## src/rtl/imm_ext_arbiter.sv

```systemverilog
// Two-port round-robin immediate extender feeding a 2-entry response FIFO.
// Build option: define IMM_EXT_ZEXT_EN to honour the reqN_zext inputs (otherwise always sign-extend).
module imm_ext_arbiter #(
  parameter int SIZE_IN  = 16,
  parameter int SIZE_OUT = 32
) (
  input  logic                clk,
  input  logic                rst_n,
  input  logic                req0_valid,
  input  logic [SIZE_IN-1:0]  req0_imm,
  input  logic                req0_zext,
  output logic                req0_ready,
  input  logic                req1_valid,
  input  logic [SIZE_IN-1:0]  req1_imm,
  input  logic                req1_zext,
  output logic                req1_ready,
  output logic                rsp_valid,
  output logic [SIZE_OUT-1:0] rsp_data,
  output logic                rsp_id,
  input  logic                rsp_ready,
  output logic                busy
);

  localparam int EXT_W = SIZE_OUT - SIZE_IN;

  logic [1:0]          count_r;
  logic                rd_ptr_r;
  logic                wr_ptr_r;
  logic                prio_r;
  logic [SIZE_OUT-1:0] mem_data_r [2];
  logic                mem_id_r [2];
  logic                rsp_valid_r;
  logic [SIZE_OUT-1:0] rsp_data_r;
  logic                rsp_id_r;
  logic                busy_r;

  logic                space_s;
  logic                gnt_valid_s;
  logic                gnt_id_s;
  logic                push_s;
  logic                pop_s;
  logic [1:0]          count_nxt_s;
  logic                rd_nxt_s;
  logic [SIZE_IN-1:0]  imm_sel_s;
  logic                zext_sel_s;
  logic [SIZE_OUT-1:0] ext_s;
  logic [SIZE_OUT-1:0] head_data_s;
  logic                head_id_s;

`ifdef IMM_EXT_ZEXT_EN
  function automatic logic [SIZE_OUT-1:0] extend(input logic [SIZE_IN-1:0] imm, input logic zext);
    return {{EXT_W{imm[SIZE_IN-1] & ~zext}}, imm};
  endfunction
`else
  function automatic logic [SIZE_OUT-1:0] extend(input logic [SIZE_IN-1:0] imm);
    return {{EXT_W{imm[SIZE_IN-1]}}, imm};
  endfunction
`endif

  // Grant selection, handshake qualification and next-head computation.
  always_comb begin
    space_s     = (count_r < 2'd2) || rsp_ready;
    gnt_valid_s = 1'b0;
    gnt_id_s    = 1'b0;
    case ({req1_valid, req0_valid})
      2'b01: begin gnt_valid_s = 1'b1; gnt_id_s = 1'b0;   end
      2'b10: begin gnt_valid_s = 1'b1; gnt_id_s = 1'b1;   end
      2'b11: begin gnt_valid_s = 1'b1; gnt_id_s = prio_r; end
      default: begin gnt_valid_s = 1'b0; gnt_id_s = 1'b0; end
    endcase
    // Readies are forced low while reset is asserted, even with an empty FIFO.
    push_s     = space_s & gnt_valid_s & rst_n;
    req0_ready = push_s & ~gnt_id_s;
    req1_ready = push_s & gnt_id_s;
    pop_s      = rsp_valid_r & rsp_ready;

    imm_sel_s  = gnt_id_s ? req1_imm : req0_imm;
    zext_sel_s = gnt_id_s ? req1_zext : req0_zext;
`ifdef IMM_EXT_ZEXT_EN
    ext_s = extend(imm_sel_s, zext_sel_s);
`else
    ext_s = extend(imm_sel_s);
`endif

    case ({push_s, pop_s})
      2'b10:   count_nxt_s = count_r + 2'd1;
      2'b01:   count_nxt_s = count_r - 2'd1;
      default: count_nxt_s = count_r;
    endcase
    rd_nxt_s = rd_ptr_r ^ pop_s;

    // The new head is the entry being written when it lands on the next read slot.
    if (push_s && (wr_ptr_r == rd_nxt_s)) begin
      head_data_s = ext_s;
      head_id_s   = gnt_id_s;
    end else begin
      head_data_s = mem_data_r[rd_nxt_s];
      head_id_s   = mem_id_r[rd_nxt_s];
    end
  end

`ifndef IMM_EXT_ZEXT_EN
  logic unused_zext_s;
  assign unused_zext_s = zext_sel_s;
`endif

  // FIFO storage, pointers, arbitration priority and registered response outputs.
  always_ff @(posedge clk or negedge rst_n) begin
    if (!rst_n) begin
      count_r       <= 2'd0;
      rd_ptr_r      <= 1'b0;
      wr_ptr_r      <= 1'b0;
      prio_r        <= 1'b0;
      mem_data_r[0] <= '0;
      mem_data_r[1] <= '0;
      mem_id_r[0]   <= 1'b0;
      mem_id_r[1]   <= 1'b0;
      rsp_valid_r   <= 1'b0;
      rsp_data_r    <= '0;
      rsp_id_r      <= 1'b0;
      busy_r        <= 1'b0;
    end else begin
      if (push_s) begin
        mem_data_r[wr_ptr_r] <= ext_s;
        mem_id_r[wr_ptr_r]   <= gnt_id_s;
        wr_ptr_r             <= ~wr_ptr_r;
        prio_r               <= ~gnt_id_s;
      end
      rd_ptr_r    <= rd_nxt_s;
      count_r     <= count_nxt_s;
      rsp_valid_r <= (count_nxt_s != 2'd0);
      busy_r      <= (count_nxt_s != 2'd0);
      // Output data holds its last value once the FIFO empties.
      if (count_nxt_s != 2'd0) begin
        rsp_data_r <= head_data_s;
        rsp_id_r   <= head_id_s;
      end
    end
  end

  assign rsp_valid = rsp_valid_r;
  assign rsp_data  = rsp_data_r;
  assign rsp_id    = rsp_id_r;
  assign busy      = busy_r;

endmodule
```

## config.mk

```make
export PLATFORM = sky130hd
export DESIGN_NAME = imm_ext_arbiter
export DESIGN_NICKNAME = d
export VERILOG_FILES = /design/src/rtl/imm_ext_arbiter.sv
export SDC_FILE = /design/constraint.sdc
export NUM_CORES = 1
export LEC_CHECK = 0
export CORE_UTILIZATION = 63
export DETAILED_ROUTE_END_ITERATION = 7
export DONT_BUFFER_PORTS = 1
export GPL_TIMING_DRIVEN = 0
export PLACE_DENSITY = 0.79
export SLEW_MARGIN = 10
export SYNTH_ARGS = -nofsm -noshare
export SYNTH_HDL_FRONTEND = slang
export SYNTH_SLANG_ARGS = --single-unit
```

## constraint.sdc

```tcl
create_clock -name clk -period 2.4 [get_ports clk]
set_input_delay 0.36 -clock clk [delete_from_list [all_inputs] [get_ports clk]]
set_output_delay 0.36 -clock clk [all_outputs]
set_load 0.01 [all_outputs]
```

==> run_1/route_heat.png <==
The die is cut into 14 by 14 equal tiles; white is low, dark blue is high, scaled to the fullest tile. Values are wire area over tile area, all layers added.
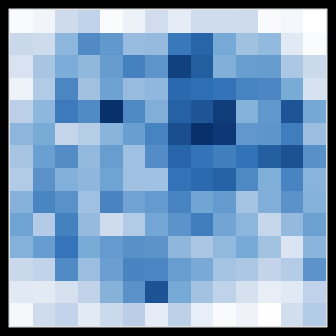
nearly empty tiles: 1.0%
tiles over half the peak: 44%
mean over tiles: 0.21
emptiest ninth of the die: lower right
fullest tile: 0.45

==> run_1/m1.png <==
Scale bar: 20 um. Cells faint in the background.
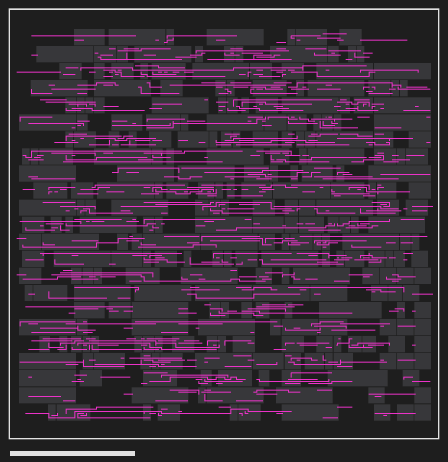
wire length on this layer: 2600 um
longest straight run: 25.3 um

==> run_1/layers.png <==
Scale bar: 20 um. Two of the layers only.
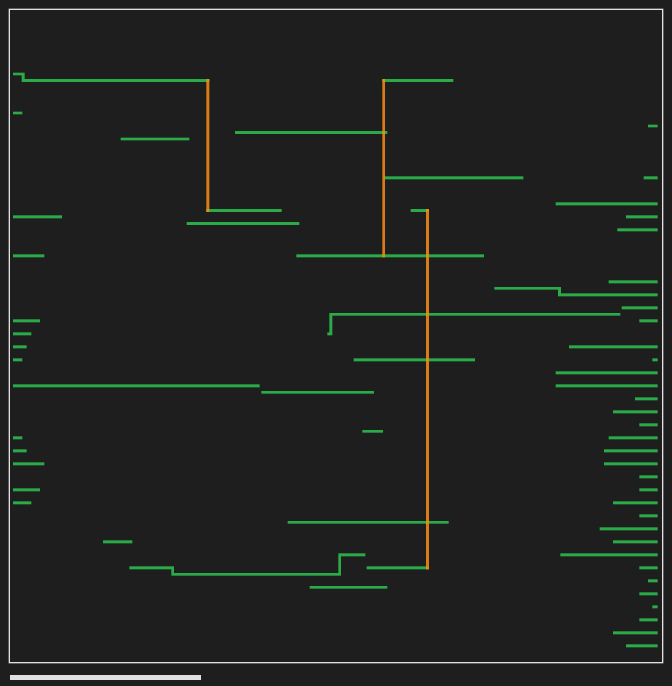
| colour | layer | wire length |
|---|---|---|
| orange | M4 | 69.4 um |
| green | M3 | 415 um |

==> run_results.csv, run 1 <==
group,metric,value,unit
layout,largest_register_ffs,32,
power_and_ir_drop,swShare,39.6,%
layout,buffer_area_share,9.35,%
final_timing,finalSetupViolations,0,
outcome,outcome,"finished clean",
setup_path,crit_start,"count_r[1]",
layout,logic_area,0.00114,sq mm
layout,regMostFlops,"mem_data_r",
setup_path,rr_startpoint,"count_r[1]",
synthesis,syn_nets,295,
power_and_ir_drop,powerSeq,1850,uW
global_route,groute.layer.met3.usage,8.83,%
placement,dp_hpwl,3.81,mm
setup_path,cp-end-kind,"flop",
detailed_routing,top_layer,"met4",
detailed_routing,antenna_left,0,
layout,comb_cells,162,
global_route,grt.total_usage,28.8,%
placement,placed_cells,305,
floorplanning,core,0.00412,sq mm
placement,place_area,0.00283,sq mm
layout,nets,313,
setup_path,rr_endpoint,"rsp_id",
detailed_routing,drcViolationCount,0,
power_and_ir_drop,cellPowerDensity,1550,mW/mm^2
detailed_routing,wl_met3,414,um
detailed_routing,met2WireLength,2.92,mm
floorplanning,rows,23,
worst_hold_path,holdCritPathClass,"input port to flop",
layout,final_cell_area,0.00311,sq mm
floorplanning,nWellTaps,50,
detailed_routing,route.vias.total,1965,
power_and_ir_drop,switching_power,1910,uW
floorplanning,die_h,68.2,um
synthesis,mux_share,12.3,%
layout,seq_share,46.0,%
setup_path,startpoint_type,"flop",
detailed_routing,via_per_inst,5.99,
global_route,grt_pass1_vias,1906,
synthesis,yosys_warnings,0,
power_and_ir_drop,ir_worst_vdd,0.821,mV
clock_tree,cts_made_buffers,9,
clock_tree,ctsResizeCount,3,
layout,layout_top_cells,"56 x dfrtp_1, 37 x nor2_1, 34 x mux2i_1",
synthesis,synthCells,255,
synthesis,yosys.cell_types.count,31,
run,warnings,28,
final_timing,period_needed,2270,ps
clock_tree,path_clk_slew,70,ps
power_and_ir_drop,pg_clk,802,uW
global_route,grt_use_met2,44.4,%
detailed_routing,drt_iter0_drc,163,
clock_tree,cts.path.max_buffers,2,
clock_tree,clkSinkCount,57,
power_and_ir_drop,clockPowerShare,16.7,%
final_timing,fin_tns_setup,0,ps
worst_hold_path,hold_start,"req1_imm[3]",
final_timing,slew_viol_final,0,
clock_tree,post_cts_buffers,3,
synthesis,ys_sh_simple,10.3,%
detailed_routing,first_pass_iters,4,
placement,place_congestion,0.732,
global_route,grt_pass1_wl,9.22,mm
synthesis,post_synth.cell_area_avg,10.8,sq um
clock_tree,root_buffer,"clkbuf_8",
layout,num-clock-buffers,13,
setup_path,cp_cell_sequence,"nand2b_1 > o211ai_1 > ha_1 > nor4bb_2 > nor3_2 > nor2b_1 > buf_4 > buf_6 > a221oi_1",
synthesis,ys_seq_share,51.6,%
setup_path,path_depth,9,
run,maxCapViolations,0,
global_route,grt_max_degree,58,
global_route,busiest_layer,"met2",
layout,largest_class,"registers",
setup_path,cp_top_family,"simple AND/OR/NAND/NOR gates",
final_timing,skew,7.14,ps
synthesis,yosys-stat-cells,255,
floorplanning,die_w,68.2,um
final_timing,worstMarginPinSlew,660,ps
layout,fillCellCount,280,
detailed_routing,post_drt_wl_per_cell,18.3,um
global_route,grt-ovfl-total,0,
floorplanning,io_pins,76,
final_timing,period_used_share,94.5,%
global_route,met1_usage,37.4,%
power_and_ir_drop,top_power_group,"combinational cells",
worst_hold_path,min_delay_path_depth,2,
clock_tree,cts_tree,"yes",
floorplanning,initCoreUtil,67.2,%
setup_path,required,2640,ps
detailed_routing,m1WireLength,2.60,mm
synthesis,synth.cell_area,0.00276,sq mm
layout,stdcell_count,328,
setup_path,cp_num_buf_inv,2,
final_timing,max_freq,0.441,GHz
setup_path,crit_fanout,10,
setup_path,critPathKind,"flop to flop",
synthesis,synth.comb.largest_family,"AND-OR/OR-AND gates",
clock_tree,htree_levels,3,
final_timing,layout_setup_ws,131,ps
final_timing,hold_viol,0,
placement,io_buffers,0,
layout,n_all_buffers,39,
layout,ff_count,57,
setup_path,r2r_setup_slack,130,ps
setup_path,crit_arrival,2510,ps
synthesis,ys_area,0.00276,sq mm
clock_tree,clkLatencyLatePin,340,ps
setup_path,crit_path_top_delay_cell,"dfrtp_2",
layout,num_antenna_cells,0,
final_timing,hold_ws,273,ps
synthesis,xor_share,1.95,%
final_timing,maxSlewHeadroom,56.0,%
power_and_ir_drop,comb_cell_power,2160,uW
setup_path,rr_worst_depth,9,
layout,final_util,75.5,%
setup_path,slowest_delay,410,ps
power_and_ir_drop,seq_power_share,38.4,%
layout,clk_share,5.60,%
==> run 1: cell usage after synthesis (all sizes together) <==
master | instances | area (sq um)
a211oi | 2 | 15.0
a21o | 2 | 15.0
a21oi | 16 | 80.1
a221oi | 15 | 194
and2 | 1 | 6.26
and3 | 2 | 12.5
buf | 25 | 180
clkbuf | 7 | 26.3
dfrtp | 57 | 1430
ha | 1 | 12.5
inv | 4 | 15.0
mux2i | 34 | 340
nand2 | 20 | 75.1
nand2b | 1 | 6.26
nor2 | 37 | 139
nor2b | 2 | 12.5
nor3 | 1 | 5.00
nor3b | 1 | 7.51
nor4bb | 2 | 20.0
o2111ai | 2 | 23.8
o211ai | 1 | 7.51
o21ai | 18 | 90.1
xnor2 | 2 | 17.5
xor2 | 2 | 36.3
==> run_1/congestion_map.png <==
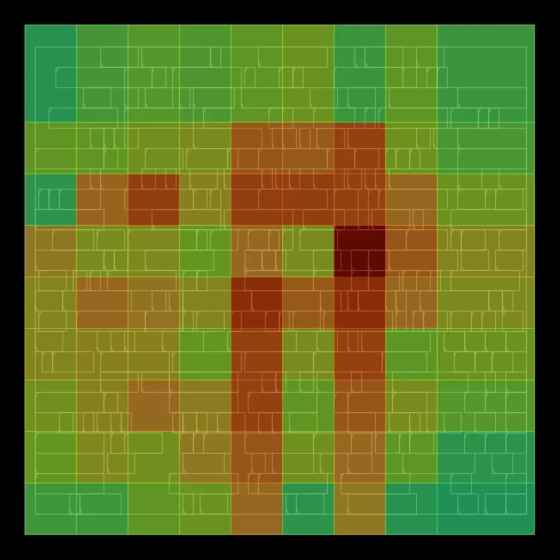

## Run 2: what changed since run 1
--- a/config.mk
+++ b/config.mk
@@ -5,11 +5,12 @@
 export SDC_FILE = /design/constraint.sdc
 export NUM_CORES = 1
 export LEC_CHECK = 0
-export CORE_UTILIZATION = 63
+export CORE_UTILIZATION = 56
 export DETAILED_ROUTE_END_ITERATION = 7
 export DONT_BUFFER_PORTS = 1
 export GPL_TIMING_DRIVEN = 0
-export PLACE_DENSITY = 0.79
+export HOLD_SLACK_MARGIN = 0.15
+export PLACE_DENSITY = 0.74
 export SLEW_MARGIN = 10
 export SYNTH_ARGS = -nofsm -noshare
 export SYNTH_HDL_FRONTEND = slang
==> constraint.sdc (replaced) <==
create_clock -name clk -period 1.82 [get_ports clk]
set_input_delay 0.273 -clock clk [delete_from_list [all_inputs] [get_ports clk]]
set_output_delay 0.273 -clock clk [all_outputs]
set_load 0.01 [all_outputs]
==> run_2/congestion_map.png <==
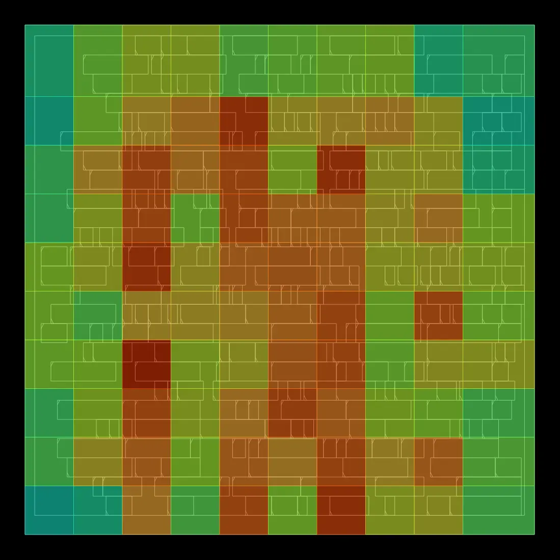
GR Layer Usage met2: 40.4%
met1 GRT Util: 36.3%
Tot GR Track Use: 26.2%
final core occ: 71.4%
drt wl/cell: 18.7 um

==> run_2/closeup.png <==
Scale bar: 5 um. Window x 44 to 64, y 44 to 64 um. Cells in grey, sequential cells in the stronger grey; small squares are vias.
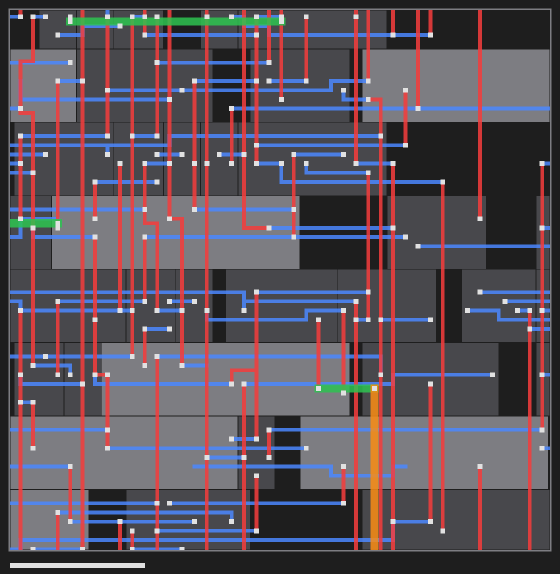
| colour | layer |
|---|---|
| blue | M1 |
| green | M3 |
| red | M2 |
| orange | M4 |
most frequent: nor2_1 (5), dfrtp_1 (5), mux2i_1 (4)
netlist names of flops here include: mem_data_r (3), rsp_data (2)
cells with their middle in the window: 31
sequential cells in the window: 5

==> run_2/layers.png <==
Scale bar: 20 um. Two of the layers only.
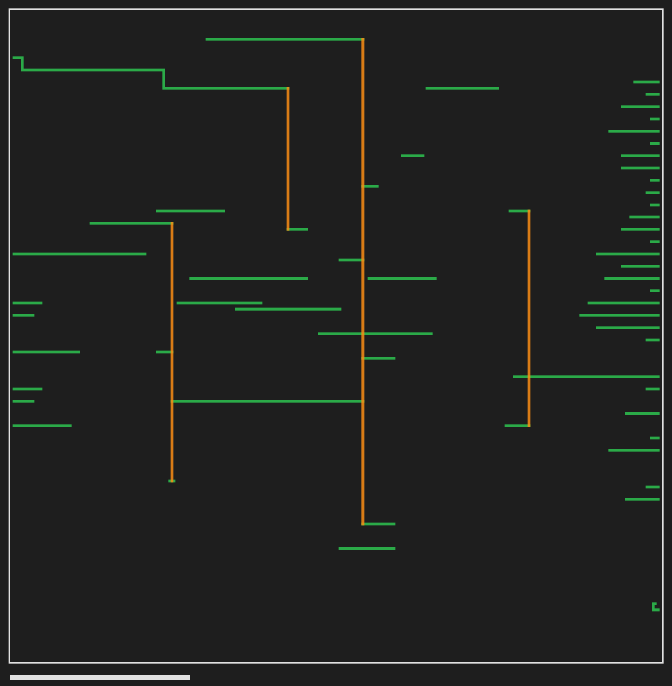
| colour | layer | wire length |
|---|---|---|
| green | M3 | 324 um |
| orange | M4 | 122 um |

==> run 2 against run 1 <==
  * The run now ends with negative setup slack left
  * Sequential cell count stayed put
  * First-iteration DRC count up 18%
  * Synthesized cell count unchanged
  * Critical path depth is 1 lower
  * Area after synthesis unchanged
  * Utilization is 4.1 points lower
  * Highest routed layer unchanged
==> run_results.csv, run 2 <==
group,metric,value,unit
outcome,outcome,"finished, violations left",
outcome,violations,"negative setup slack",
layout,regMostFlops,"mem_data_r",
layout,fillCellCount,342,
detailed_routing,antenna_left,0,
final_timing,hold_viol,0,
placement,io_buffers,0,
power_and_ir_drop,swShare,39.4,%
global_route,grt_max_degree,61,
global_route,busiest_layer,"met2",
synthesis,mux_share,12.3,%
global_route,grt-ovfl-total,0,
synthesis,synth.cell_area,0.00276,sq mm
setup_path,critPathKind,"flop to flop",
setup_path,crit_start,"count_r[1]",
setup_path,path_depth,8,
worst_hold_path,hold_start,"req1_imm[0]",
setup_path,cp_cell_sequence,"nand2b_1 > o211ai_1 > ha_4 > nor4bb_4 > nor3_4 > and2_4 > buf_12 > a221oi_4",
run,maxCapViolations,0,
power_and_ir_drop,ir_worst_vdd,1.01,mV
floorplanning,initCoreUtil,58.5,%
power_and_ir_drop,cellPowerDensity,2090,mW/mm^2
synthesis,edf_count,0,
clock_tree,htree_levels,3,
final_timing,period_needed,2180,ps
setup_path,crit_fanout,5,
layout,nets,320,
clock_tree,cts_made_buffers,9,
global_route,groute.layer.met3.usage,6.53,%
layout,largest_register_ffs,32,
clock_tree,path_clk_slew,60,ps
setup_path,rr_endpoint,"rsp_data[14]",
power_and_ir_drop,comb_cell_power,3660,uW
setup_path,required,2060,ps
clock_tree,post_cts_buffers,14,
final_timing,fin_tns_setup,-5820,ps
power_and_ir_drop,clockPowerShare,13.5,%
synthesis,synthFlopType,"dfrtp_1",
worst_hold_path,holdCritPathClass,"input port to flop",
synthesis,xor_share,1.95,%
final_timing,layout_setup_ws,-360,ps
setup_path,rr_startpoint,"count_r[1]",
setup_path,crit_arrival,2420,ps
final_timing,skew,4.84,ps
synthesis,synthCells,255,
final_timing,finalSetupViolations,18,
final_timing,period_used_share,120,%
setup_path,cp-end-kind,"flop",
synthesis,syn_nets,295,
setup_path,cp_num_buf_inv,1,
synthesis,async_flop_share,100,%
floorplanning,rows,25,
clock_tree,ctsResizeCount,27,
worst_hold_path,min_delay_path_depth,2,
synthesis,ys_seq_share,51.6,%
run,warnings,32,
synthesis,post_synth.cell_area_avg,10.8,sq um
synthesis,common_cells,"57 x dfrtp_1, 37 x nor2_1, 34 x mux2i_1, 20 x nand2_1",
placement,place_area,0.00287,sq mm
floorplanning,core,0.00472,sq mm
clock_tree,clkLatencyLatePin,340,ps
detailed_routing,first_pass_iters,4,
setup_path,crit_path_top_delay_cell,"dfrtp_1",
power_and_ir_drop,powerSeq,2440,uW
power_and_ir_drop,pg_clk,952,uW
final_timing,worstMarginPinSlew,542,ps
setup_path,cp_top_family,"simple AND/OR/NAND/NOR gates",
clock_tree,cts_tree,"yes",
detailed_routing,top_layer,"met4",
detailed_routing,wl_met3,323,um
floorplanning,die_w,72.3,um
detailed_routing,m1WireLength,2.98,mm
setup_path,rr_worst_depth,8,
detailed_routing,drt_iter0_drc,193,
[run 2: cell types whose count changed in the layout (fill, tap and decap cells not counted), moves of 3 or more]
cell      before  now
buf_12         0    3
buf_4         23   27
a221oi_1       5    0
clkbuf_2       2    5
clkbuf_4       0    3
a221oi_4       0    3
clkbuf_1       7    2
[run 2: final cells by class]
| class | instances | area, sq um | area share (%) |
|---|---|---|---|
| plain buffers | 30 | 236 | 7.01 |
| clock buffers | 12 | 145 | 4.30 |
| clock inverters | 1 | 5.00 | 0.148 |
| inverters | 4 | 15.0 | 0.445 |
| multi-input cells | 162 | 1280 | 37.9 |
| flip-flops and latches | 57 | 1430 | 42.3 |
| well taps | 67 | 83.8 | 2.49 |
| repair buffers | 16 | 183 | 5.42 |
